**src/rtl/ijtag_scan_host_pkg.sv**
```systemverilog
// ijtag_scan_host_pkg
//   Shared definitions for the IJTAG scan host:
//   - DEFAULT_MAX_LEN : default maximum shift length / data vector width
//   - LEN_MASK_W      : widest vector len_mask() can describe
//   - state_e         : scan pass states (IDLE, CAPTURE, SHIFT, UPDATE, RESP)
//   - len_mask(len)   : vector with bits [len-1:0] set, bits above cleared
//   The optional response compare (IJTAG_SCAN_HOST_COMPARE_EN) uses len_mask.
package ijtag_scan_host_pkg;

  localparam int DEFAULT_MAX_LEN = 64;
  localparam int LEN_MASK_W      = 256;

  typedef enum logic [2:0] {
    IDLE    = 3'd0,
    CAPTURE = 3'd1,
    SHIFT   = 3'd2,
    UPDATE  = 3'd3,
    RESP    = 3'd4
  } state_e;

  // Callers cast the result down to their own vector width.
  function automatic logic [LEN_MASK_W-1:0] len_mask(input int unsigned len);
    logic [LEN_MASK_W-1:0] m;
    for (int unsigned i = 0; i < LEN_MASK_W; i++) begin
      m[i] = (i < len);
    end
    return m;
  endfunction

endpackage

```
**src/rtl/ijtag_scan_host_if.sv**
```systemverilog
// ijtag_scan_host_if
//   Request/response bus between a requester (test controller or firmware
//   mailbox) and the IJTAG scan host.
//   req_valid/req_ready/req_len/req_data : scan request handshake
//   rsp_valid/rsp_ready/rsp_data         : shifted-out response handshake
//   With IJTAG_SCAN_HOST_COMPARE_EN defined, also req_exp/req_mask (expected
//   value and compare mask, latched with the request) and rsp_fail.
//   modport master : requester side
//   modport slave  : scan host side
interface ijtag_scan_host_if
  import ijtag_scan_host_pkg::*;
#(
  parameter int MAX_LEN = DEFAULT_MAX_LEN,
  parameter int LEN_W   = $clog2(MAX_LEN + 1)
);

  logic               req_valid;
  logic               req_ready;
  logic [LEN_W-1:0]   req_len;
  logic [MAX_LEN-1:0] req_data;
  logic               rsp_valid;
  logic               rsp_ready;
  logic [MAX_LEN-1:0] rsp_data;
`ifdef IJTAG_SCAN_HOST_COMPARE_EN
  logic [MAX_LEN-1:0] req_exp;
  logic [MAX_LEN-1:0] req_mask;
  logic               rsp_fail;
`endif

  modport master (
    output req_valid, req_len, req_data, rsp_ready,
`ifdef IJTAG_SCAN_HOST_COMPARE_EN
    output req_exp, req_mask,
    input  rsp_fail,
`endif
    input  req_ready, rsp_valid, rsp_data
  );

  modport slave (
    input  req_valid, req_len, req_data, rsp_ready,
`ifdef IJTAG_SCAN_HOST_COMPARE_EN
    input  req_exp, req_mask,
    output rsp_fail,
`endif
    output req_ready, rsp_valid, rsp_data
  );

endinterface

```
**src/rtl/ijtag_scan_host_shreg.sv**
```systemverilog
// ijtag_scan_host_shreg
//   Datapath of the scan host: shift-in register, capture register, bit
//   counter and the registered scan-out (si) bit.
//   clk, srst : clock, synchronous active-high reset
//   load      : request accepted this cycle (latch req_data, clear capture)
//   shift     : current cycle is a shift cycle (sample so, advance counter)
//   se_next   : next cycle is a shift cycle (present its bit on si)
//   req_data  : shift-in vector, bit 0 first
//   so        : scan data returning from the network
//   si        : registered scan data to the network, 0 outside shift cycles
//   cap       : captured so bits, bit k from shift cycle k
//   cnt       : index of the current shift cycle
module ijtag_scan_host_shreg
  import ijtag_scan_host_pkg::*;
#(
  parameter int MAX_LEN = DEFAULT_MAX_LEN,
  parameter int LEN_W   = $clog2(MAX_LEN + 1)
) (
  input  logic               clk,
  input  logic               srst,
  input  logic               load,
  input  logic               shift,
  input  logic               se_next,
  input  logic [MAX_LEN-1:0] req_data,
  input  logic               so,
  output logic               si,
  output logic [MAX_LEN-1:0] cap,
  output logic [LEN_W-1:0]   cnt
);

  logic [MAX_LEN-1:0] data_q, data_d, data_shr;
  logic [MAX_LEN-1:0] cap_q, cap_d;
  logic [LEN_W-1:0]   cnt_q, cnt_d;
  logic               si_q, si_d;

  // data_q is consumed from bit 0, so the bit for the next shift cycle is
  // data_q[0] when starting and the post-shift bit 0 while already shifting.
  assign data_shr = data_q >> 1;

  always_comb begin
    data_d = data_q;
    cnt_d  = cnt_q;
    if (load) begin
      data_d = req_data;
      cnt_d  = '0;
    end else if (shift) begin
      data_d = data_shr;
      cnt_d  = cnt_q + 1'b1;
    end
    si_d = 1'b0;
    if (se_next) begin
      si_d = shift ? data_shr[0] : data_q[0];
    end
  end

  // Each capture bit only listens to so on its own shift cycle.
  for (genvar gi = 0; gi < MAX_LEN; gi++) begin : g_cap
    assign cap_d[gi] = load ? 1'b0 :
                       (shift && (cnt_q == LEN_W'(gi))) ? so : cap_q[gi];
  end

  always_ff @(posedge clk) begin
    if (srst) begin
      data_q <= '0;
      cap_q  <= '0;
      cnt_q  <= '0;
      si_q   <= 1'b0;
    end else begin
      data_q <= data_d;
      cap_q  <= cap_d;
      cnt_q  <= cnt_d;
      si_q   <= si_d;
    end
  end

  assign si  = si_q;
  assign cap = cap_q;
  assign cnt = cnt_q;

endmodule

```
**src/rtl/ijtag_scan_host.sv**
```systemverilog
// ijtag_scan_host
//   IJTAG initiator: accepts a scan request and runs one capture-shift-update
//   pass over the attached SIB/TDR network, then returns the shifted-out bits.
//   ijtag_tck, ijtag_reset : clock, synchronous active-high reset
//   bus (slave)            : request/response handshake (ijtag_scan_host_if)
//   ijtag_sel/ce/se/ue/si  : registered network controls and scan-in data
//   ijtag_so               : scan-out from the network (falling-edge retimed)
//   Optional: IJTAG_SCAN_HOST_COMPARE_EN adds masked expected-value compare
//   producing bus.rsp_fail alongside the response.
module ijtag_scan_host
  import ijtag_scan_host_pkg::*;
#(
  parameter int MAX_LEN = DEFAULT_MAX_LEN,
  parameter int LEN_W   = $clog2(MAX_LEN + 1)
) (
  input  logic               ijtag_tck,
  input  logic               ijtag_reset,
  ijtag_scan_host_if.slave   bus,
  output logic               ijtag_sel,
  output logic               ijtag_ce,
  output logic               ijtag_se,
  output logic               ijtag_ue,
  output logic               ijtag_si,
  input  logic               ijtag_so
);

  localparam logic [2:0] ST_IDLE    = IDLE;
  localparam logic [2:0] ST_CAPTURE = CAPTURE;
  localparam logic [2:0] ST_SHIFT   = SHIFT;
  localparam logic [2:0] ST_UPDATE  = UPDATE;
  localparam logic [2:0] ST_RESP    = RESP;
  localparam logic [LEN_W-1:0] MAX_LEN_L = LEN_W'(MAX_LEN);

  logic [2:0]         state_q, state_d;
  logic [LEN_W-1:0]   len_q, len_d;
  logic               sel_q, sel_d, ce_q, ce_d, se_q, se_d, ue_q, ue_d;
  logic               req_ready_q, req_ready_d, rsp_valid_q, rsp_valid_d;
  logic               accept, shifting;
  logic [LEN_W-1:0]   cnt;
  logic [MAX_LEN-1:0] cap;
  logic               si;

  assign accept   = (state_q == ST_IDLE) && bus.req_valid;
  assign shifting = (state_q == ST_SHIFT);

  always_comb begin
    state_d = state_q;
    len_d   = len_q;
    case (state_q)
      ST_IDLE: begin
        if (bus.req_valid) begin
          state_d = ST_CAPTURE;
          len_d   = (bus.req_len > MAX_LEN_L) ? MAX_LEN_L : bus.req_len;
        end
      end
      ST_CAPTURE: state_d = (len_q == '0) ? ST_UPDATE : ST_SHIFT;
      ST_SHIFT:   if (cnt == len_q - 1'b1) state_d = ST_UPDATE;
      ST_UPDATE:  state_d = ST_RESP;
      ST_RESP:    if (bus.rsp_ready) state_d = ST_IDLE;
      default:    state_d = ST_IDLE;
    endcase
  end

  // Outputs are decoded from the next state and registered, so each one is
  // a clean flop that is valid for the whole cycle of the state it marks.
  always_comb begin
    sel_d       = (state_d == ST_CAPTURE) || (state_d == ST_SHIFT) ||
                  (state_d == ST_UPDATE);
    ce_d        = (state_d == ST_CAPTURE);
    se_d        = (state_d == ST_SHIFT);
    ue_d        = (state_d == ST_UPDATE);
    req_ready_d = (state_d == ST_IDLE);
    rsp_valid_d = (state_d == ST_RESP);
  end

  always_ff @(posedge ijtag_tck) begin
    if (ijtag_reset) begin
      state_q     <= ST_IDLE;
      len_q       <= '0;
      sel_q       <= 1'b0;
      ce_q        <= 1'b0;
      se_q        <= 1'b0;
      ue_q        <= 1'b0;
      req_ready_q <= 1'b1;
      rsp_valid_q <= 1'b0;
    end else begin
      state_q     <= state_d;
      len_q       <= len_d;
      sel_q       <= sel_d;
      ce_q        <= ce_d;
      se_q        <= se_d;
      ue_q        <= ue_d;
      req_ready_q <= req_ready_d;
      rsp_valid_q <= rsp_valid_d;
    end
  end

  ijtag_scan_host_shreg #(
    .MAX_LEN (MAX_LEN),
    .LEN_W   (LEN_W)
  ) u_shreg (
    .clk      (ijtag_tck),
    .srst     (ijtag_reset),
    .load     (accept),
    .shift    (shifting),
    .se_next  (state_d == ST_SHIFT),
    .req_data (bus.req_data),
    .so       (ijtag_so),
    .si       (si),
    .cap      (cap),
    .cnt      (cnt)
  );

`ifdef IJTAG_SCAN_HOST_COMPARE_EN
  logic [MAX_LEN-1:0] exp_q, exp_d, mask_q, mask_d, lenmask;
  logic               rsp_fail_q, rsp_fail_d;

  // The capture register is complete during UPDATE, so the verdict is
  // formed there and lands together with rsp_valid.
  always_comb begin
    lenmask    = MAX_LEN'(len_mask(32'(len_q)));
    exp_d      = exp_q;
    mask_d     = mask_q;
    rsp_fail_d = rsp_fail_q;
    if (accept) begin
      exp_d      = bus.req_exp;
      mask_d     = bus.req_mask;
      rsp_fail_d = 1'b0;
    end else if (state_q == ST_UPDATE) begin
      rsp_fail_d = |((cap ^ exp_q) & mask_q & lenmask);
    end
  end

  always_ff @(posedge ijtag_tck) begin
    if (ijtag_reset) begin
      exp_q      <= '0;
      mask_q     <= '0;
      rsp_fail_q <= 1'b0;
    end else begin
      exp_q      <= exp_d;
      mask_q     <= mask_d;
      rsp_fail_q <= rsp_fail_d;
    end
  end

  assign bus.rsp_fail = rsp_fail_q;
`endif

  assign bus.req_ready = req_ready_q;
  assign bus.rsp_valid = rsp_valid_q;
  assign bus.rsp_data  = cap;
  assign ijtag_sel     = sel_q;
  assign ijtag_ce      = ce_q;
  assign ijtag_se      = se_q;
  assign ijtag_ue      = ue_q;
  assign ijtag_si      = si;

endmodule

```
**src/flat_wrapper.sv**
```systemverilog
// flat-port wrapper written by rule: the top's interface ports become plain ports
module ijtag_scan_host_flat import ijtag_scan_host_pkg::*;
#(
  parameter int MAX_LEN = DEFAULT_MAX_LEN,
  parameter int LEN_W   = $clog2(MAX_LEN + 1)
)
  (ijtag_tck, ijtag_reset, ijtag_sel, ijtag_ce, ijtag_se, ijtag_ue, ijtag_si, ijtag_so, bus_req_valid, bus_req_len, bus_req_data, bus_rsp_ready, bus_req_ready, bus_rsp_valid, bus_rsp_data);
  ijtag_scan_host_if #(.MAX_LEN(MAX_LEN), .LEN_W(LEN_W)) bus_i ();
  input  logic ijtag_tck;
  input  logic ijtag_reset;
  output logic ijtag_sel;
  output logic ijtag_ce;
  output logic ijtag_se;
  output logic ijtag_ue;
  output logic ijtag_si;
  input  logic ijtag_so;
  input wire logic [$bits(bus_i.req_valid)-1:0] bus_req_valid;
  input wire logic [$bits(bus_i.req_len)-1:0] bus_req_len;
  input wire logic [$bits(bus_i.req_data)-1:0] bus_req_data;
  input wire logic [$bits(bus_i.rsp_ready)-1:0] bus_rsp_ready;
  output wire logic [$bits(bus_i.req_ready)-1:0] bus_req_ready;
  output wire logic [$bits(bus_i.rsp_valid)-1:0] bus_rsp_valid;
  output wire logic [$bits(bus_i.rsp_data)-1:0] bus_rsp_data;
  assign bus_i.req_valid = bus_req_valid;
  assign bus_i.req_len = bus_req_len;
  assign bus_i.req_data = bus_req_data;
  assign bus_i.rsp_ready = bus_rsp_ready;
  assign bus_req_ready = bus_i.req_ready;
  assign bus_rsp_valid = bus_i.rsp_valid;
  assign bus_rsp_data = bus_i.rsp_data;
  ijtag_scan_host #(.MAX_LEN(MAX_LEN), .LEN_W(LEN_W)) u_core (.ijtag_tck(ijtag_tck), .ijtag_reset(ijtag_reset), .bus(bus_i), .ijtag_sel(ijtag_sel), .ijtag_ce(ijtag_ce), .ijtag_se(ijtag_se), .ijtag_ue(ijtag_ue), .ijtag_si(ijtag_si), .ijtag_so(ijtag_so));
endmodule
```
**config.mk**
```make
export PLATFORM = sky130hd
export DESIGN_NAME = ijtag_scan_host_flat
export DESIGN_NICKNAME = d
export VERILOG_FILES = /design/src/rtl/ijtag_scan_host_pkg.sv /design/src/rtl/ijtag_scan_host_if.sv /design/src/rtl/ijtag_scan_host_shreg.sv /design/src/rtl/ijtag_scan_host.sv /design/src/flat_wrapper.sv
export SDC_FILE = /design/constraint.sdc
export NUM_CORES = 1
export LEC_CHECK = 0
export CAP_MARGIN = 25
export CELL_PAD_IN_SITES_DETAIL_PLACEMENT = 0
export CELL_PAD_IN_SITES_GLOBAL_PLACEMENT = 1
export CORE_UTILIZATION = 25
export DETAILED_ROUTE_END_ITERATION = 8
export PLACE_DENSITY_LB_ADDON = 0.1
export SLEW_MARGIN = 20
export SYNTH_ARGS = -nofsm -noshare
export SYNTH_HDL_FRONTEND = slang
export SYNTH_SLANG_ARGS = --single-unit
export TNS_END_PERCENT = 50
```
**constraint.sdc**
```tcl
create_clock -name ijtag_tck -period 5.7 [get_ports ijtag_tck]
set_input_delay 1.14 -clock ijtag_tck [delete_from_list [all_inputs] [get_ports ijtag_tck]]
set_output_delay 1.14 -clock ijtag_tck [all_outputs]
set_load 0.005 [all_outputs]
```
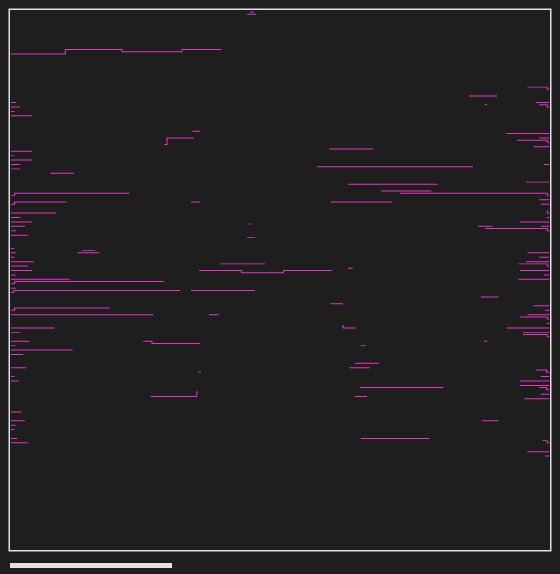
Fig. 1. Met3 routing (run 1).
Bar = 50 um.
longest straight run	51.1 um
wire length on this layer	1110 um
nets with wire on the layer	106
share of all routed wire	6.2%

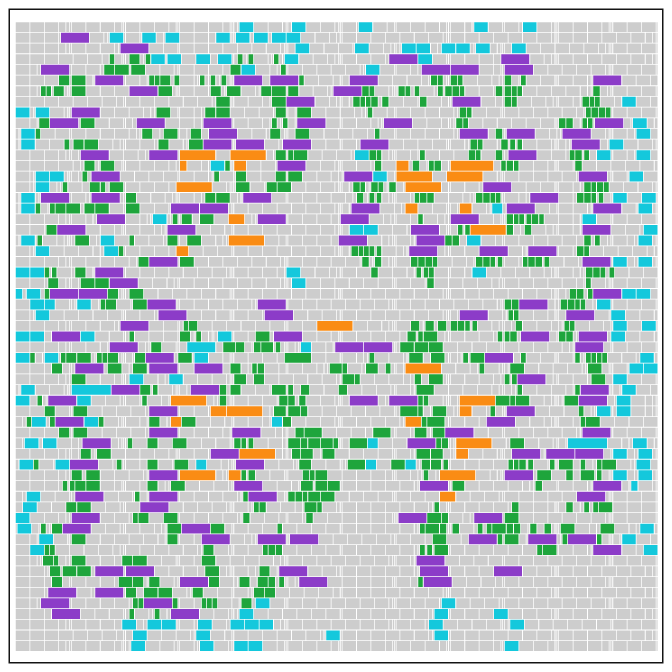
Fig. 2. Cells colored by class (run 1).
Fill, decap, tap and diode cells in gray.
class	color	cells	share of their area
sequential cells	purple	152	36%
clock drivers and dummy loads	orange	32	6.8%
combinational and other logic	green	543	39%
remaining buffers and delay cells	cyan	157	19%

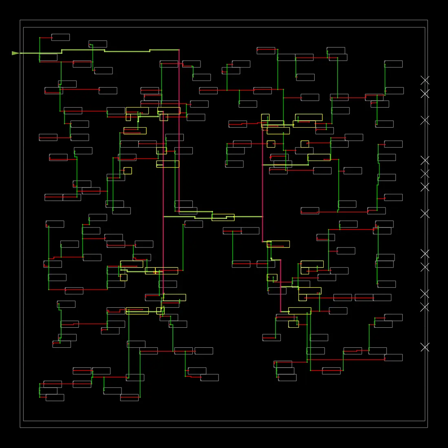
Fig. 3. Clock routing (run 1).
worst clock skew: 0.0103 ns
Flops: 152

==> CHANGELOG.md, run 1 <==
## Flow update

- Max Fclk: approximately 340 MHz
- Required time of the critical path: between 5 and 6 ns
- DRC Markers: 24
- PD cells: between 300 and 400 nW/um^2
- CP bufs+invs: 4
- MI comb area: between 3000 and 4000 um^2
- Synth Flop Type: dfxtp_1
- CTS tree: done
- DR vias/cell: ~4.7
- FF-to-FF Start: u_core.state_q[1]$_SDFF_PP0_
- P_int: between 1.5 and 2 mW
- Seq power: approximately 1.2 mW
- Vias: between 5000 and 6000
- CTS Sinks: between 150 and 200
- Buffers on Ports: 146
- Failing checks: design-rule violations
- Sequential fraction of total cell area: 0.340
- Flop area: between 3000 and 4000 um^2
- Combinational share of cell area: 0.368
- Start point of the critical path: ijtag_reset
- Wirelength per Cell: roughly 15 um
- Slew @ Worst Pin: 0.831 ns
- Final WL: between 15 and 20 mm
- Die span in y: around 170 um
- RSZ-0062 raised after global routing: no
- Mapped Nets: 855
- Final Power: roughly 2.8 mW
- DR iter-0 viols: between 200 and 300
- Status: finished, violations left
- Diodes inserted: 1
- Mean post-synth cell area: just under 9 um^2
- Site row count: 59
- Worst Path Arrival: around 3.2 ns
- Slew headroom: 0.438
- Layout cell share with drive strength beyond 1: 0.0600
- Fraction of registers with async set/reset: 0
- Hold endpoint: u_core.u_shreg.cap[6]$_SDFFE_PP0P_
- Non-Filler Instances: ~1200
## run 1: sequential cells by signal, indices dropped and copies added (netlist names), 3 cells and up
register / flops
u_core.len_q: 7
u_core.state_q: 3
u_core.u_shreg.cap: 64
u_core.u_shreg.cnt: 7
u_core.u_shreg.data_q: 64
## run 1: kinds of logic (layout without fill, tap and decap cells)
family	after synthesis	in the layout	share of synthesized area
muxes	87	87	0.129
buffers and inverters	85	195	0.0613
and+or+nand+nor	304	304	0.207
adders and majority gates	6	6	0.0108
xor gates and xnor gates	16	16	0.0208
AOI/OAI and AO/OA	124	124	0.120
DFF	152	152	0.451
other	0	1	0
## run 1: layer usage
metal	wire, um	vias to the layer above	track usage
met3	1110	24	0.0355
li1	-	2881	-
met5	0	-	0
met4	475	0	0.0581
met1	8140	2634	0.163
met2	8300	149	0.220
==> run 2: changes to the inputs <==
==> constraint.sdc (replaced) <==
create_clock -name ijtag_tck -period 2.35 [get_ports ijtag_tck]
set_input_delay 0.47 -clock ijtag_tck [delete_from_list [all_inputs] [get_ports ijtag_tck]]
set_output_delay 0.47 -clock ijtag_tck [all_outputs]
set_load 0.005 [all_outputs]
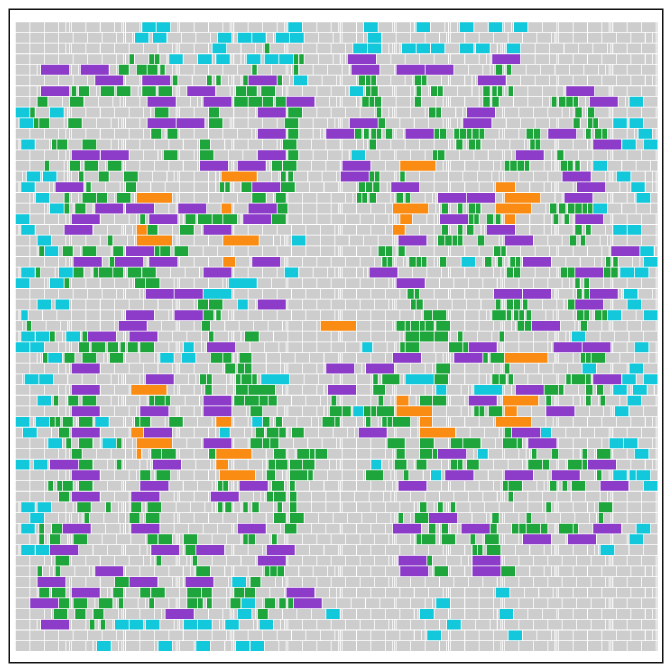
Fig. 4. Cells colored by class (run 2).
Fill, decap, tap and diode cells in gray.
class	color	cells	share of their area
clock drivers and dummy loads	orange	32	6.7%
remaining buffers and delay cells	cyan	162	19%
sequential cells	purple	152	36%
combinational and other logic	green	543	39%

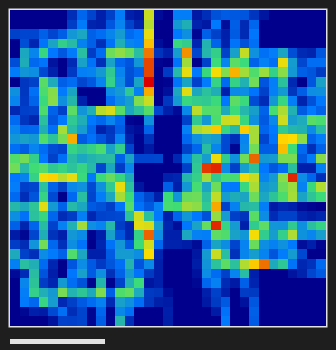
Fig. 5. Wiring heat map (run 2).
Bar = 50 um. The die is cut into 33 by 33 equal tiles; dark blue is low, red is high, scaled to the fullest tile. Values are wire area over tile area, all layers added.
densest ninth of the die	middle right
tiles over half the peak	13%
nearly empty tiles	18%
fullest tile	0.41
mean over tiles	0.11

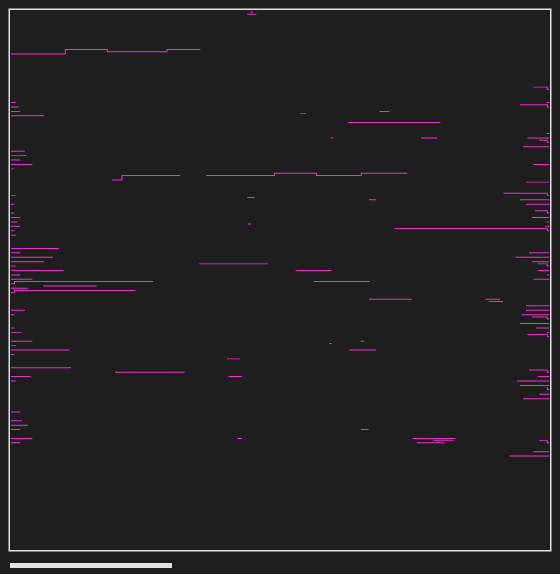
Fig. 6. Met3 routing (run 2).
Bar = 50 um.
share of all routed wire	4.9%
wire length on this layer	897 um
main direction	horizontal
nets with wire on the layer	106

==> CHANGELOG.md, run 2 <==
## Flow update

- Mux area share: 0.129 (unchanged)
- CTS tree: done
- Layout cell share with drive strength beyond 1: 0.0630 (+0.00304)
- Mapped Nets: 855 (unchanged)
- Worst clock skew: 0.0103 ns (+0.0000312 ns)
- Status: finished, violations left
- Slew @ Worst Pin: 0.775 ns (-0.0557 ns)
- CP bufs+invs: 1 (-3)
- DR iter-0 viols: 226 (-22%)
- Max Used Layer: met4
- RSZ-0062 raised after global routing: no
- AND-OR/OR-AND Cells, Area Fraction: 0.120 (unchanged)
- Yosys adder share: 0.0108 (unchanged)
- DRC Markers: 12 (-50%)
- Site row count: 59 (unchanged)
- Comb area leader: simple AND/OR/NAND/NOR gates
- Die span in y: 166 um (unchanged)
- Hold endpoint: u_core.ijtag_ce$_SDFF_PP0_
- Start point of the critical path: u_core.len_q[0]$_SDFFE_PP0P_
- Final WL: 18.5 mm (+2.5%)
- Grt met3 use: 0.0336 (-0.00191)
- WL met3: 897 um (-19%)
- Diodes inserted: 0 (-1)
- Final Power: 6.75 mW (+140%)
- Max Fclk: 462 MHz
- Slew headroom: 0.483 (+0.0449)
- Detail Route met2 WL: 8.61 mm (+3.7%)
- FF-to-FF Start: u_core.len_q[0]$_SDFFE_PP0P_
- Failing checks: design-rule violations
- Post-Synth XOR/XNOR Area: 0.0208 (unchanged)
- Non-Filler Instances: 1224 (+0.33%)
- Gr busiest metal: met2
- Buffers on Ports: 146 (unchanged)
- Yosys simple share: 0.207 (unchanged)
- Required time of the critical path: 2.65 ns (-3.34 ns)
- Wirelength per Cell: 15.1 um (+2.2%)
- CTS Sinks: 152 (unchanged)
- Worst Path Arrival: 2.47 ns (-0.74 ns)
-- run 2: cell counts after synthesis --
Identical to the previous run, type by type.
-- run 2: through the flow --
step	instance area (um^2)	setup WS, ns
floorplan	6740	0.557
global placement	8410	0.314
detailed placement	8410	0.231
CTS	8990	0.201
global route	8990	0.0588
finish	8990	0.184
-- run 2: layout make-up --
type,count,area [um^2]
Clock buffer,19,443
Clock inverter,13,134
Fill cell,2697,17300
Inverter,6,22.5
Multi-Input combinational cell,537,3290
Sequential cell,152,3040
Tap cell,335,419
Timing Repair Buffer,162,1630
-- run 2: power breakdown --
group	switching [mW]	internal [mW]	total, mW
clock	1.16	1.52	2.68
sequential	0.134	2.80	2.93
combinational	0.600	0.539	1.14
Power and IR drop assume default switching activity.
